`src/rtl/branch_resolve_unit.sv`:
```
// Branch resolve unit: holds the architectural V/Z/N flags and evaluates the
// 8 conditional-branch codes at EX. A taken branch raises a registered PC
// redirect toward fetch and holds flush/stall until the redirect is accepted
// and the younger slots have drained.
//
// Ports:
//   clk, rst_n                  clock, async active-low reset
//   flg_we[2:0]                 per-flag write enables {V,Z,N}
//   alu_V, alu_Z, alu_N         flag values from the ALU
//   br_valid, br_cond, br_target  branch in EX, condition code, taken target
//   redir_ready                 fetch accepts the redirect
//   redir_valid, redir_pc       registered redirect request and address
//   flush, stall                kill / hold younger pipeline slots
//   flags_q[2:0]                registered {V,Z,N}
//   br_count, taken_count       saturating statistics (BRANCH_STATS_EN only)
//
// Optional feature macro: BRANCH_STATS_EN.

module branch_resolve_unit #(
  parameter int PC_W         = 16,
  parameter int FLUSH_CYCLES = 2
) (
  input  logic            clk,
  input  logic            rst_n,
  input  logic [2:0]      flg_we,
  input  logic            alu_V,
  input  logic            alu_Z,
  input  logic            alu_N,
  input  logic            br_valid,
  input  logic [2:0]      br_cond,
  input  logic [PC_W-1:0] br_target,
  input  logic            redir_ready,
  output logic            redir_valid,
  output logic [PC_W-1:0] redir_pc,
  output logic            flush,
  output logic            stall,
  output logic [2:0]      flags_q
`ifdef BRANCH_STATS_EN
  ,
  output logic [15:0]     br_count,
  output logic [15:0]     taken_count
`endif
);

  typedef enum logic [1:0] {
    S_IDLE,
    S_REDIRECT,
    S_DRAIN
  } state_t;

  localparam logic [2:0] LP_FC = 3'(FLUSH_CYCLES);

  state_t          r_state;
  logic [2:0]      r_cnt;
  logic [2:0]      r_flags;
  logic            r_redir_valid;
  logic [PC_W-1:0] r_redir_pc;
  logic            r_flush;
  logic            r_stall;

  logic [2:0]      w_eff;
  logic            w_v;
  logic            w_z;
  logic            w_n;
  logic            w_take;

  // A flag writer in the same cycle is older than the branch, so bypass it.
  assign w_eff = (flg_we & {alu_V, alu_Z, alu_N})
               | (~flg_we & r_flags);
  assign w_v = w_eff[2];
  assign w_z = w_eff[1];
  assign w_n = w_eff[0];

  always_comb begin
    w_take = 1'b0;
    unique case (br_cond)
      3'b000: w_take = !w_z;
      3'b001: w_take = w_z;
      3'b010: w_take = !w_z && !w_n;
      3'b011: w_take = w_n;
      3'b100: w_take = w_z || (!w_z && !w_n);
      3'b101: w_take = w_n || w_z;
      3'b110: w_take = w_v;
      3'b111: w_take = 1'b1;
      default: w_take = 1'b0;
    endcase
  end

  always_ff @(posedge clk or negedge rst_n) begin
    if (!rst_n) begin
      r_flags <= 3'b000;
    end else begin
      r_flags <= w_eff;
    end
  end

  always_ff @(posedge clk or negedge rst_n) begin
    if (!rst_n) begin
      r_state       <= S_IDLE;
      r_cnt         <= 3'd0;
      r_redir_valid <= 1'b0;
      r_redir_pc    <= '0;
      r_flush       <= 1'b0;
      r_stall       <= 1'b0;
    end else begin
      unique case (r_state)
        S_IDLE: begin
          if (br_valid && w_take) begin
            r_redir_valid <= 1'b1;
            r_redir_pc    <= br_target;
            r_flush       <= 1'b1;
            r_stall       <= 1'b1;
            r_state       <= S_REDIRECT;
          end
        end
        S_REDIRECT: begin
          if (redir_ready) begin
            r_redir_valid <= 1'b0;
            if (LP_FC == 3'd0) begin
              r_flush <= 1'b0;
              r_stall <= 1'b0;
              r_state <= S_IDLE;
            end else begin
              r_cnt   <= LP_FC;
              r_state <= S_DRAIN;
            end
          end
        end
        S_DRAIN: begin
          if (r_cnt <= 3'd1) begin
            r_cnt   <= 3'd0;
            r_flush <= 1'b0;
            r_stall <= 1'b0;
            r_state <= S_IDLE;
          end else begin
            r_cnt <= r_cnt - 3'd1;
          end
        end
        default: begin
          r_state <= S_IDLE;
        end
      endcase
    end
  end

`ifdef BRANCH_STATS_EN
  logic        w_accept;
  logic [15:0] r_br_count;
  logic [15:0] r_taken_count;

  assign w_accept = (r_state == S_IDLE) && br_valid;

  always_ff @(posedge clk or negedge rst_n) begin
    if (!rst_n) begin
      r_br_count    <= 16'd0;
      r_taken_count <= 16'd0;
    end else begin
      if (w_accept && r_br_count != 16'hFFFF) begin
        r_br_count <= r_br_count + 16'd1;
      end
      if (w_accept && w_take && r_taken_count != 16'hFFFF) begin
        r_taken_count <= r_taken_count + 16'd1;
      end
    end
  end

  assign br_count    = r_br_count;
  assign taken_count = r_taken_count;
`endif

  assign redir_valid = r_redir_valid;
  assign redir_pc    = r_redir_pc;
  assign flush       = r_flush;
  assign stall       = r_stall;
  assign flags_q     = r_flags;

endmodule

```
`config.mk`:
```
export PLATFORM = sky130hd
export DESIGN_NAME = branch_resolve_unit
export DESIGN_NICKNAME = d
export VERILOG_FILES = /design/src/rtl/branch_resolve_unit.sv
export SDC_FILE = /design/constraint.sdc
export NUM_CORES = 1
export LEC_CHECK = 0
export ABC_AREA = 1
export ABC_CLOCK_PERIOD_IN_PS = 3900
export CAP_MARGIN = 10
export CORE_AREA = 2 2 47 71
export DETAILED_ROUTE_END_ITERATION = 12
export DIE_AREA = 0 0 49 73
export PLACE_DENSITY = 0.9
export SYNTH_ARGS = -nofsm -noshare
export SYNTH_HDL_FRONTEND = slang
export SYNTH_SLANG_ARGS = --single-unit
```
`constraint.sdc`:
```
create_clock -name clk -period 3.9 [get_ports clk]
set_clock_uncertainty 0.15 [all_clocks]
set_input_delay 1.17 -clock clk [delete_from_list [all_inputs] [get_ports clk]]
set_output_delay 1.17 -clock clk [all_outputs]
set_load 0.01 [all_outputs]
```
**Run 1: placed cells, one color a class**

Scale: 4 px per µm.
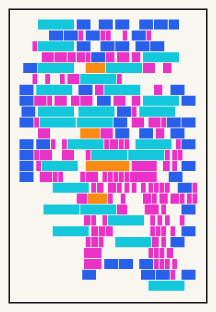
remaining logic cells -> magenta  # cells 122
remaining buffers and delay cells -> blue  # cells 51
clock drivers and dummy loads -> orange  # cells 4
registers -> cyan  # cells 26

**Run 1: pin placement**

Scale: 4 px per µm. Pins as bars across the die edge, other pins in gray.
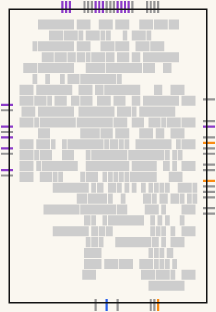
flags_q -> orange  # pins 3, direction output, edge 2 right, 1 bottom
br_target -> purple  # pins 16, direction input, edge 10 top, 5 left, 1 right
redir_ready -> blue  # pins 1, direction input, edge bottom
all pins by edge = 21 top, 15 right, 9 left, 6 bottom
height of the chip: 73 µm
die span in x: 49 µm
PortBufs: 50

**Run 1: clock wiring as the flow saved it**

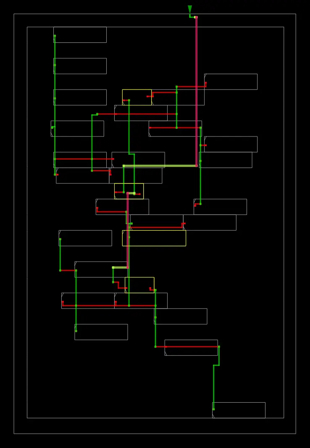
clock insertion delay at the later pin of the skew report: 270 ps
# clock sinks: 26
FF+latch count: 26

**Run 1: cell area per tile**

Scale: 4 px per µm. 5 x 7 tiles, from black (low) to pale yellow (high), 0 to 100% covered.
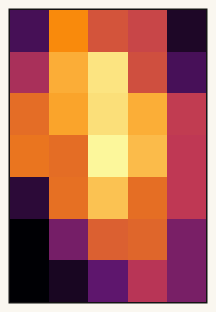
tiles over 75% full = 23%
nearly empty tiles = 5.7%
emptiest ninth of the die = bottom left

==> qor.log, run 1 <==
[global_route] residual overflow from global routing 0
[sta] max-slew violation count 0
[global_route] GRT Resource Usage Total 15.7%
[yosys] count of synthesis-stage warnings from yosys 0
[clock_network] buffer levels on the longest clock path 2
[global_route] antenna violations before repair 0
[die] total number of tap cells 40
[yosys] average size of a mapped cell 8.84 µm²
[worst_setup_path] classification of the worst setup path input port to flop
[pwr] Switching Share 34.7%
[pwr] clock network fraction of design power 17.3%
[drt] routed length on met1 963 µm
[worst_setup_path] worst-path cell chain clkdlybuf4s50_1 -> inv_1 -> nand2_1 -> nand2_2 -> nor2_2 -> nor2_1 -> a21boi_4 -> nand3_4 -> nand2_1 -> o21ai_2
[finish] count of multi-input combinational gates 86
[yosys] chip area estimate from yosys synthesis 1340 µm²
[sta] transition time at the pin with the least slew margin 524 ps
[sta] fin crit share 72.8%
[job] count of tool warnings 27
[pwr] total combinational power 0.588 mW
[pwr] power density over the cells 659 nW/µm²
[finish] share of final layout cell area taken by non-clock buffers 26.3%
[worst_setup_path] highest cell delay on the worst timing path 470 ps
[finish] number of standard cells in the final layout excluding fillers 243
[pwr] power drawn by the clock network 0.220 mW
[hold_path] Worst Hold End redir_pc[10]
[sta] time the final worst path needs with I/O delays and setup 2840 ps
[die] row count 25
[yosys] area share of xor/xnor cells in the synthesized design 0.652%
[outcome] run status finished clean
[worst_setup_path] startpoint type of the worst setup path input port
[placed_design] placement-stage worst setup slack 752 ps
[placed_design] instance count after placement with tap cells included 239
[worst_setup_path] R2R depth 9
[worst_setup_path] Buffers & Inverters on Critical Path 2
[pwr] leakage 0.984 nW
[pwr] net switching power 0.442 mW
[finish] number of non-clock buffers in the layout 51
[pwr] register share of total power 36.5%
[drt] routed via count divided by cell count 4.52
[drt] DRT antenna net count 0
[drt] post-detailed-route wirelength per cell 10.8 µm
[drt] vias 1,099
[pwr] reported sequential group power 0.464 mW
[pwr] worst voltage drop across the vdd grid 0.405 mV
[drt] met3 WL post-DR 98 µm
[finish] fin util 63.7%
[yosys] and+or+nand+nor area frac 21.1%
[global_route] number of global-route vias before repair 992
[clock_network] setup repair bufs after CTS 0
[worst_setup_path] nature of the critical path endpoint flop
[sta] total count of hold-check failures in the final report 0
[finish] fraction of area in clock buffers and inverters 3.69%
[placed_design] post-DP HPWL 2070 µm
[yosys] flop and latch count out of synthesis 26
[hold_path] startpoint of the lowest-slack hold path redir_pc[10]
[yosys] post-synthesis instance area 1340 µm²
[worst_setup_path] slowest CP cell sky130_fd_sc_hd__clkdlybuf4s50_1
[worst_setup_path] worst flop-to-flop path endpoint redir_pc[12]
[global_route] most heavily used metal layer in global routing met2
[worst_setup_path] Register-to-Register Setup Slack 2080 ps
[worst_setup_path] worst flop-to-flop path startpoint flags_q[0]
[pwr] internal power of the cells 0.831 mW
[finish] commonest cells after routing, fill and taps aside 50 x sky130_fd_sc_hd__clkdlybuf4s50_1, 35 x sky130_fd_sc_hd__inv_1, 32 x sky130_fd_sc_hd__nand2_1
[drt] number of detailed-routing iterations run before antenna repair 4
[finish] biggest cell category by area in the final layout registers
[yosys] yosys stat cell total 152
[finish] proportion of layout cells with a drive suffix above 1 19.2%
[global_route] met3 global-route usage 2.46%
[yosys] top cell type's share of synthesized area 48.4%
[yosys] synthesized-area fraction occupied by adder cells 1.86%
[yosys] mux share of post-synthesis cell area 0%
[finish] Non-Filler Cell Area, Final 1930 µm²
[sta] headroom to the max-slew limit 65.0%
[finish] number of flip-flops in the largest register 16
[yosys] most frequent cell after synthesis sky130_fd_sc_hd__inv_1
[yosys] Top cells by area sky130_fd_sc_hd__dfrtp_1 48%, sky130_fd_sc_hd__o21ai_2 10%, sky130_fd_sc_hd__inv_1 9.8%
[finish] count of inserted antenna diode cells 0
[die] Core ar. 3030 µm²
[yosys] Mapped Nets 183
[finish] share of cell area taken by multi-input logic gates 26.7%
[yosys] library cell occupying the most area in the post-synthesis netlist sky130_fd_sc_hd__dfrtp_1
[die] floorplan die area 3580 µm²
[worst_setup_path] Worst EP required 3900 ps
[worst_setup_path] Crit Path Max Fanout 35
[finish] count of filler cells inserted in the layout 261
[yosys] Logic family by area simple AND/OR/NAND/NOR gates
[yosys] proportion of synthesized flip-flops having asynchronous set or reset 100%
[die] fp util 44.3%
[yosys] Gate Count Post-Synth 152
[worst_setup_path] arrival time at the worst endpoint 2840 ps
[placed_design] area of placed instances 1860 µm²
[sta] Post-Route Setup TNS 0 ps
[yosys] area share of and-or/or-and cells after synthesis 14.8%
[sta] Max Fclk 352 MHz
[finish] area delta synth->final 43.8%
[drt] DRC violation count after routing 0
[sta] worst setup margin 1060 ps
[clock_network] CTS buffer count 3
[job] total of max-cap violations 0
[worst_setup_path] Critical path destination redir_pc[12]
[worst_setup_path] Crit. path cell count 10
[pwr] logic gate share of total power 46.2%
[finish] Reg area 651 µm²
[pwr] Power, Total 1.27 mW
[clock_network] hold bufs inserted after CTS 0
[yosys] most frequent cells after synthesis 35 x sky130_fd_sc_hd__inv_1, 32 x sky130_fd_sc_hd__nand2_1, 26 x sky130_fd_sc_hd__dfrtp_1, 16 x sky130_fd_sc_hd__o21ai_2, 13 x sky130_fd_sc_hd__nand2_2
[clock_network] clock slew seen by the registers of the worst setup and hold paths 90 ps
[clock_network] Root Buffer Master sky130_fd_sc_hd__clkbuf_8
[sta] Final Hold Slack 346 ps
[drt] total wire length after detailed routing 2630 µm
[worst_setup_path] Top Family by Delay on Critical Path simple AND/OR/NAND/NOR gates
[drt] top layer in use met4
[finish] total number of nets in the final design 235
[global_route] maximum number of pins on one net before global-route repair 36
[finish] clkbuf count 3
[die] top-level port count 51
[global_route] first-pass GRT wire length 4270 µm
[finish] combinational cell area excluding buffers and inverters 517 µm²
[yosys] sequential-to-total area share from yosys stat 48.4%
[pwr] power group with the largest share combinational cells
[finish] most instantiated logic cell after routing sky130_fd_sc_hd__clkdlybuf4s50_1
[hold_path] class of the tightest hold or removal check flop to flop
**Run 1: wiring by layer**

Scale: 4 px per µm.
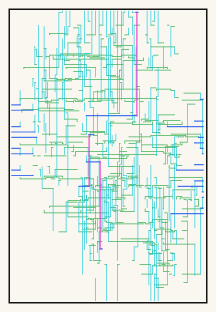

==> run 2, diff against run 1 <==
- ABC_CLOCK_PERIOD_IN_PS: 3900 -> 2400
- CORE_AREA: 2 2 47 71 -> 2 2 51 77
- DIE_AREA: 0 0 49 73 -> 0 0 53 79
- PLACE_DENSITY: 0.9 -> 0.82
- clock period: 3.9 -> 2.4 ns (I/O delays scaled with it)
**Run 2: wiring by layer**

Scale: 4 px per µm.
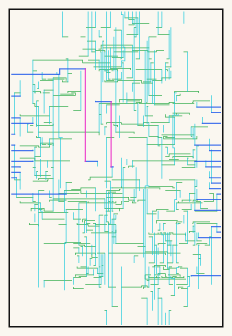
M4 -> magenta  # wire length 39.4 µm
M2 -> cyan  # wire length 1,310 µm
M3 -> blue  # wire length 135 µm
M1 -> green  # wire length 967 µm

**Run 2: placed cells, one color a class**

Scale: 4 px per µm.
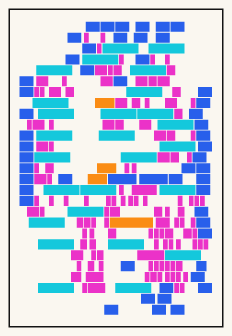
remaining logic cells -> magenta  # cells 122
remaining buffers and delay cells -> blue  # cells 53
registers -> cyan  # cells 26
clock drivers and dummy loads -> orange  # cells 4
Non-Filler Cell Area, Final: 1980 µm²
Core ar.: 3550 µm²

==> run 2 against run 1 <==
Against the previous run:
- critical path depth rose by 1
- core utilization down 8.0 points
- worst hold slack got worse by 4.8 ps
- total power rose by 64%
- sequential power rose by 63%
- design area rose by 2.3%
- cell count rose by 2.1%
- wire length is 6.8% lower
- sequential cell count unchanged
- first-iteration DRC count rose by 20%
- critical path type unchanged
==> qor.log, run 2 <==
[outcome] run status finished clean [unchanged]
[finish] area delta synth->final 47.0% [was 43.8%]
[sta] Final Hold Slack 342 ps [was 346 ps]
[yosys] mux share of post-synthesis cell area 0% [unchanged]
[drt] top layer in use met4 [unchanged]
[pwr] reported sequential group power 0.754 mW [was 0.464 mW]
[drt] total wire length after detailed routing 2450 µm [was 2630 µm]
[yosys] yosys stat cell total 152 [unchanged]
[worst_setup_path] Worst EP required 2420 ps [was 3900 ps]
[yosys] area share of xor/xnor cells in the synthesized design 0.652% [unchanged]
[yosys] average size of a mapped cell 8.84 µm² [unchanged]
[sta] max-slew violation count 0 [unchanged]
[placed_design] placement-stage worst setup slack 12.5 ps [was 752 ps]
[yosys] area share of and-or/or-and cells after synthesis 14.8% [unchanged]
[finish] most instantiated logic cell after routing sky130_fd_sc_hd__clkdlybuf4s50_1 [unchanged]
[sta] time the final worst path needs with I/O delays and setup 2100 ps
[clock_network] buffer levels on the longest clock path 2 [unchanged]
[drt] DRT antenna net count 0 [unchanged]
[sta] Post-Route Setup TNS 0 ps [unchanged]
[global_route] antenna violations before repair 0 [unchanged]
[yosys] top cell type's share of synthesized area 48.4% [unchanged]
[finish] count of multi-input combinational gates 86 [unchanged]
[job] total of max-cap violations 0 [unchanged]
[finish] number of flip-flops in the largest register 16 [unchanged]
[finish] biggest cell category by area in the final layout registers [unchanged]
[pwr] total combinational power 0.973 mW [was 0.588 mW]
[placed_design] PortBufs 50 [unchanged]
[worst_setup_path] highest cell delay on the worst timing path 480 ps [was 470 ps]
[sta] Max Fclk 476 MHz
[finish] clkbuf count 3 [unchanged]
[sta] fin crit share 87.5%
[worst_setup_path] arrival time at the worst endpoint 2120 ps [was 2840 ps]
[finish] combinational cell area excluding buffers and inverters 517 µm² [unchanged]
[hold_path] class of the tightest hold or removal check flop to flop [unchanged]
[pwr] power density over the cells 1060 nW/µm² [was 659 nW/µm²]
[pwr] Power, Total 2.09 mW [was 1.27 mW]
[drt] number of detailed-routing iterations run before antenna repair 4 [unchanged]
[yosys] most frequent cells after synthesis 35 x sky130_fd_sc_hd__inv_1, 32 x sky130_fd_sc_hd__nand2_1, 26 x sky130_fd_sc_hd__dfrtp_1, 16 x sky130_fd_sc_hd__o21ai_2, 13 x sky130_fd_sc_hd__nand2_2 [unchanged]
[die] top-level port count 51 [unchanged]
[sta] headroom to the max-slew limit 73.4% [was 65.0%]
[global_route] most heavily used metal layer in global routing met2 [unchanged]
[pwr] power group with the largest share combinational cells [unchanged]
[die] total number of tap cells 43 [was 40]
[die] fp util 37.9% [was 44.3%]
[global_route] maximum number of pins on one net before global-route repair 27 [was 36]
[drt] met3 WL post-DR 135 µm [was 98 µm]
[pwr] net switching power 0.702 mW [was 0.442 mW]
[pwr] clock network fraction of design power 17.2% [was 17.3%]
[placed_design] instance count after placement with tap cells included 244 [was 239]
[clock_network] clock insertion delay at the later pin of the skew report 260 ps [was 270 ps]
[drt] vias 1,072 [was 1,099]
[hold_path] Worst Hold End r_state[0] [was redir_pc[10]]
[yosys] and+or+nand+nor area frac 21.1% [unchanged]
[worst_setup_path] Buffers & Inverters on Critical Path 3 [was 2]
[yosys] post-synthesis instance area 1340 µm² [unchanged]
[worst_setup_path] Crit. path cell count 11 [was 10]
[sta] transition time at the pin with the least slew margin 394 ps [was 524 ps]
[worst_setup_path] nature of the critical path endpoint flop [unchanged]
[job] count of tool warnings 27 [unchanged]
[drt] DRC violation count after routing 0 [unchanged]
[placed_design] post-DP HPWL 1940 µm [was 2070 µm]
[global_route] first-pass GRT wire length 4230 µm [was 4270 µm]
[yosys] sequential-to-total area share from yosys stat 48.4% [unchanged]
**Run 2: pin placement**

Scale: 4 px per µm. Pins as bars across the die edge, other pins in gray.
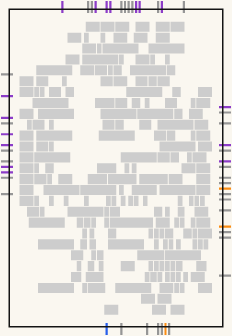
redir_ready -> blue  # pins 1, direction input, edge bottom
br_target -> purple  # pins 16, direction input, edge 7 top, 6 left, 3 right
flags_q -> orange  # pins 3, direction output, edge 2 right, 1 bottom
all pins by edge = 17 right, 15 top, 12 left, 7 bottom
die span in x: 53 µm
height of the chip: 79 µm

No activity file was given, so power comes from the tool's default toggle rates.
